### Pin map

Scale bar: 50 um. Pins as bars across the die edge, other pins in grey.
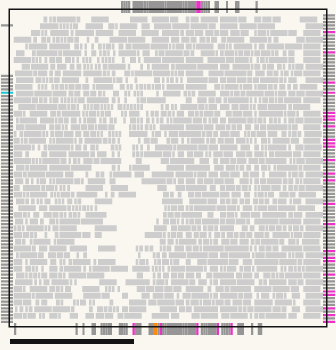
### Routed metal per tile

The die is cut into 26 by 26 equal tiles; white is low, dark blue is high, scaled to the fullest tile. Values are wire area over tile area, all layers added.
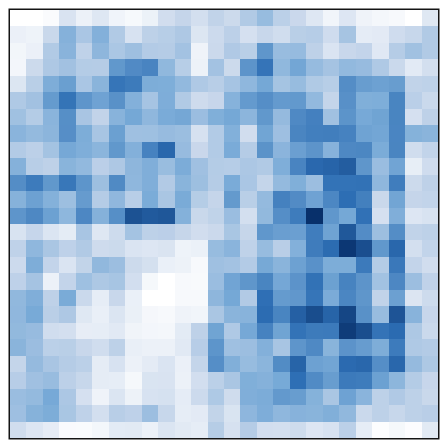
### Logic cells by family

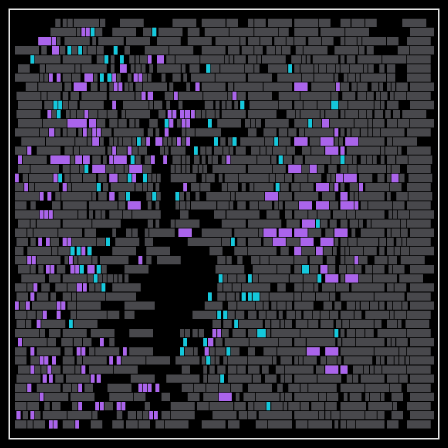
### Clock nets

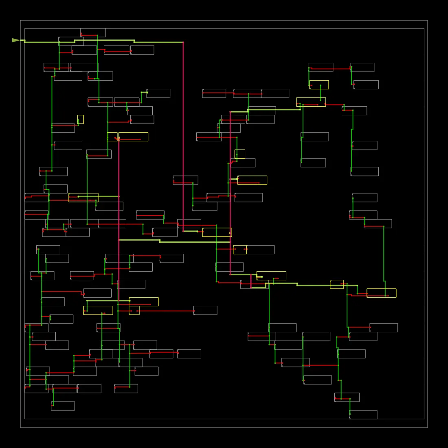
### Layout detail

Scale bar: 5 um. Window x 54 to 74, y 79 to 99 um. Cells in grey, sequential cells in the stronger grey; small squares are vias.
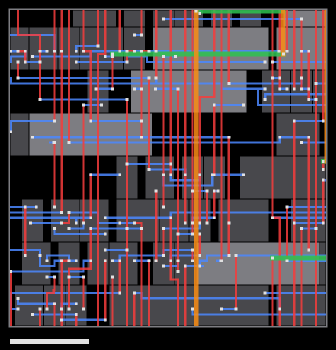
[src/rtl/fetch_sequencer.sv]
// Multicycle instruction-fetch and PC sequencer for the first-generation core.
// It fetches over a valid/ready handshake, holds each instruction until commit, then picks the next PC.
module fetch_sequencer #(
    parameter int               XLEN     = 32,
    parameter logic [XLEN-1:0]  RESET_PC = '0
) (
    input  logic            clk,
    input  logic            rst,
    input  logic            start,
    input  logic            halt,
    output logic            imem_req,
    output logic [XLEN-1:0] imem_addr,
    input  logic            imem_ready,
    input  logic            imem_rvalid,
    input  logic [XLEN-1:0] imem_rdata,
    output logic            instr_valid,
    output logic [XLEN-1:0] instr,
    output logic [XLEN-1:0] pc,
    output logic [XLEN-1:0] pc4,
    input  logic            commit,
    input  logic [1:0]      branchjump,
    input  logic            flag,
    input  logic [XLEN-1:0] pcimm,
    input  logic [XLEN-1:0] pcjalr,
    output logic            busy,
    output logic            misalign,
    output logic [XLEN-1:0] instret
);

    typedef enum logic [2:0] {
        S_IDLE,
        S_REQ,
        S_WAIT,
        S_EXEC,
        S_HALTED
    } state_t;

    state_t          state;
    state_t          state_next;
    logic [XLEN-1:0] pc_next;
    logic            pc_next_misaligned;

    assign pc4 = pc + XLEN'(4);

    always_comb begin
        // NOTE: default every combinational output first so no path leaves it unassigned (no latch).
        pc_next = pc4;
        unique case (branchjump)
            2'b00: pc_next = pc4;
            2'b01: pc_next = flag ? pcimm : pc4;
            2'b10: pc_next = pcimm;
            2'b11: pc_next = {pcjalr[XLEN-1:1], 1'b0};
            default: pc_next = pc4;
        endcase
    end

    assign pc_next_misaligned = (pc_next[1:0] != 2'b00);

    always_comb begin
        state_next = state;
        unique case (state)
            S_IDLE:   if (start)       state_next = S_REQ;
            S_REQ:    if (imem_ready)  state_next = S_WAIT;
            S_WAIT:   if (imem_rvalid) state_next = S_EXEC;
            S_EXEC: begin
                if (commit) begin
                    // A misaligned target halts even when the core asked to continue.
                    if (pc_next_misaligned || halt) state_next = S_HALTED;
                    else                            state_next = S_REQ;
                end
            end
            S_HALTED: state_next = S_HALTED;
            default:  state_next = S_IDLE;
        endcase
    end

    always_ff @(posedge clk) begin
        // NOTE: sequential state uses non-blocking assignments so every register samples pre-edge values.
        if (rst) begin
            state    <= S_IDLE;
            pc       <= RESET_PC;
            instr    <= '0;
            misalign <= 1'b0;
            instret  <= '0;
        end else begin
            state <= state_next;
            if (state == S_WAIT && imem_rvalid) begin
                instr <= imem_rdata;
            end
            if (state == S_EXEC && commit) begin
                pc      <= pc_next;
                instret <= instret + XLEN'(1);
                if (pc_next_misaligned) misalign <= 1'b1;
            end
        end
    end

    // Handshake outputs decode straight from the state, so only one can be active at a time.
    assign imem_req    = (state == S_REQ);
    assign imem_addr   = pc;
    assign instr_valid = (state == S_EXEC);
    assign busy        = (state != S_IDLE) && (state != S_HALTED);

endmodule

[config.mk]
export PLATFORM = sky130hd
export DESIGN_NAME = fetch_sequencer
export DESIGN_NICKNAME = d
export VERILOG_FILES = /design/src/rtl/fetch_sequencer.sv
export SDC_FILE = /design/constraint.sdc
export NUM_CORES = 1
export LEC_CHECK = 0
export ABC_AREA = 1
export CORE_UTILIZATION = 38
export DETAILED_ROUTE_END_ITERATION = 8
export PLACE_DENSITY = 0.77
export SYNTH_ARGS = -nofsm -noshare
export SYNTH_HDL_FRONTEND = slang
export SYNTH_SLANG_ARGS = --single-unit
[constraint.sdc]
create_clock -name clk -period 1.55 [get_ports clk]
set_input_delay 0.31 -clock clk [delete_from_list [all_inputs] [get_ports clk]]
set_output_delay 0.31 -clock clk [all_outputs]
set_load 0.05 [all_outputs]
==> GITHUB_STEP_SUMMARY <==
### Flow metrics

| Metric | Value |
|---|---|
| # IOs | `270` |
| Flop share of the area | `17.0%` |
| Hold slack | `0.488 ns` |
| Area fraction in compound gates | `13.2%` |
| Die Y | `128 um` |
| Hold-fix buffers, CTS | `0` |
| Die Size | `0.0163 sq mm` |
| TritonRoute pass-1 iters | `5` |
| Most frequent logic cell in the layout | `nand2_1` |
| Cells after Synth | `943` |
| Reg2Reg Setup Slack | `-0.23 ns` |
| Status | `finished with violations` |
| Sw power | `4500 uW` |
| Worst setup margin | `-0.668 ns` |
| Yosys cell count | `943` |
| Switching Share | `41.3%` |
| Metal-1 WL | `9.98 mm` |
| Commonest flop | `dfxtp_1` |
| Post_cts resized | `113` |
| # Taps | `211` |
| Most area-hungry cell type in the Yosys netlist | `dfxtp_1` |
| Total core area | `0.0153 sq mm` |
| Setup Viol. Count Final | `45` |
| Combinational power | `5430 uW` |
| DR top layer | `met5` |
| Cell with the most instances after synthesis | `nand2_1` |
| Top pwr grp | `combinational cells` |
| Layout clock buffers | `9` |
| Vias in the first global route | `7,917` |
| Registers | `100` |
| Final ANT Viol Nets | `0` |
| Detailed placer's ending HPWL | `18.4 mm` |
| Logic gate share of total power | `49.9%` |
| Row count | `45` |
| Top cells by area | `dfxtp_1 (33%), nand2_1 (17%), nor2_1 (10%), o21ai_0 (6.1%), buf_4 (4.8%)` |
| Async SR Flop Fraction | `0%` |
| Postcts setup bufs | `19` |
| Setup TNS | `-16.91 ns` |
| Initial antenna violation count | `2` |
| Hold/Removal Path Class | `register to register` |
| FA/HA/MAJ Cells, Area Fraction | `0.417%` |
| Residual DRC | `0` |
| Max Fclk | `451 MHz` |
| Failing checks | `setup timing` |
| CTS tree | `yes` |
| Gpl congestion | `0.988` |
| Clk_lat worst skew | `0.37 ns` |
| FF-to-FF Start | `imem_addr[9]$_SDFFE_PP0P_` |
| Final Critical Period | `2.22 ns` |
| Placed Area | `0.0112 sq mm` |
| CP arrival | `1.91 ns` |
| CP Capture Type | `output port` |
| Setup WS pre-CTS | `-0.378 ns` |
| Comb area share | `33.2%` |
| Max-area cell share | `33.4%` |
| Worst-path cell chain | `nand2_1 > nor2_4 > buf_4 > nand3_1 > xor2_4 > buf_12` |
| Drt first-iter violations | `597` |
| CTS Buf Count | `9` |
| Synth Cell Area | `0.00599 sq mm` |
| EDFF count, synth | `0` |
| Synth Warn # | `0` |
| Area grow syn2layout | `111%` |
| NonClk Buf Share | `43.2%` |
| Syn avg cell area | `6.36 sq um` |
| Htree depth | `3` |
| Critical path depth in cells | `6` |
| # nets final | `1,423` |
| Tool warning count | `30` |
| Global-route wire length before repair | `39.5 mm` |
| Seq share, synth | `33.4%` |
| Max clock buf depth | `2` |
Back to the opening pictures, 'Pin map':
`branchjump`: shown in orange, pins 2, direction input, edge south. `instr_valid`: shown in cyan, pins 1, direction output, edge west. `imem_addr`: shown in magenta, pins 32, direction output, edge 25 east, 5 south, 2 north.
All pins by edge: 92 east, 75 west, 59 south, 44 north.

Back to the opening pictures, 'Routed metal per tile':
The emptiest ninth of the die: south-west. 1.2% of the tiles are nearly empty. The fullest tile reaches 0.79. The mean over all tiles is 0.30.
overall routed net length: 28.7 mm
GRT Overall Usage: 31.1%
drt wl/cell: 18.7 um
via count: 8,223

Back to the opening pictures, 'Logic cells by family':
inverters: shown in cyan, cells 68, most used inv_1. NOR gates: shown in purple, cells 182, most used nor2_1, where spread over the die.

Back to the opening pictures, 'Clock nets':
CTS sink cnt: 100
total clock network power: 2310 uW

Back to the opening pictures, 'Layout detail':
metal 2: shown in red. metal 1: shown in blue. metal 3: shown in green. metal 4: shown in orange.
Sequential cells in the window: 4. Netlist names of flops here include `instret` (4). 36 logic cells have their middle in the window. Most frequent: nand2_1 (10), a21oi_1 (5), buf_4 (4).

## worst min path at each step
| stage | to | slack (ns) | cells past startpoint | start |
|---|---|---|---|---|
| after CTS | instr[0]$_SDFFE_PP0P_ | 0.49 | 2 | instr[0]$_SDFFE_PP0P_ |
| after global placement | instr[7]$_SDFFE_PP0P_ | 0.46 | 2 | instr[7]$_SDFFE_PP0P_ |
| after global routing | instr[20]$_SDFFE_PP0P_ | 0.51 | 2 | instr[20]$_SDFFE_PP0P_ |
| after detailed placement | instr[15]$_SDFFE_PP0P_ | 0.47 | 2 | instr[15]$_SDFFE_PP0P_ |
| final | instr[7]$_SDFFE_PP0P_ | 0.49 | 2 | instr[7]$_SDFFE_PP0P_ |
| after floorplan | instr[0]$_SDFFE_PP0P_ | 0.47 | 2 | imem_rdata[0] |
Power and IR drop assume default switching activity.
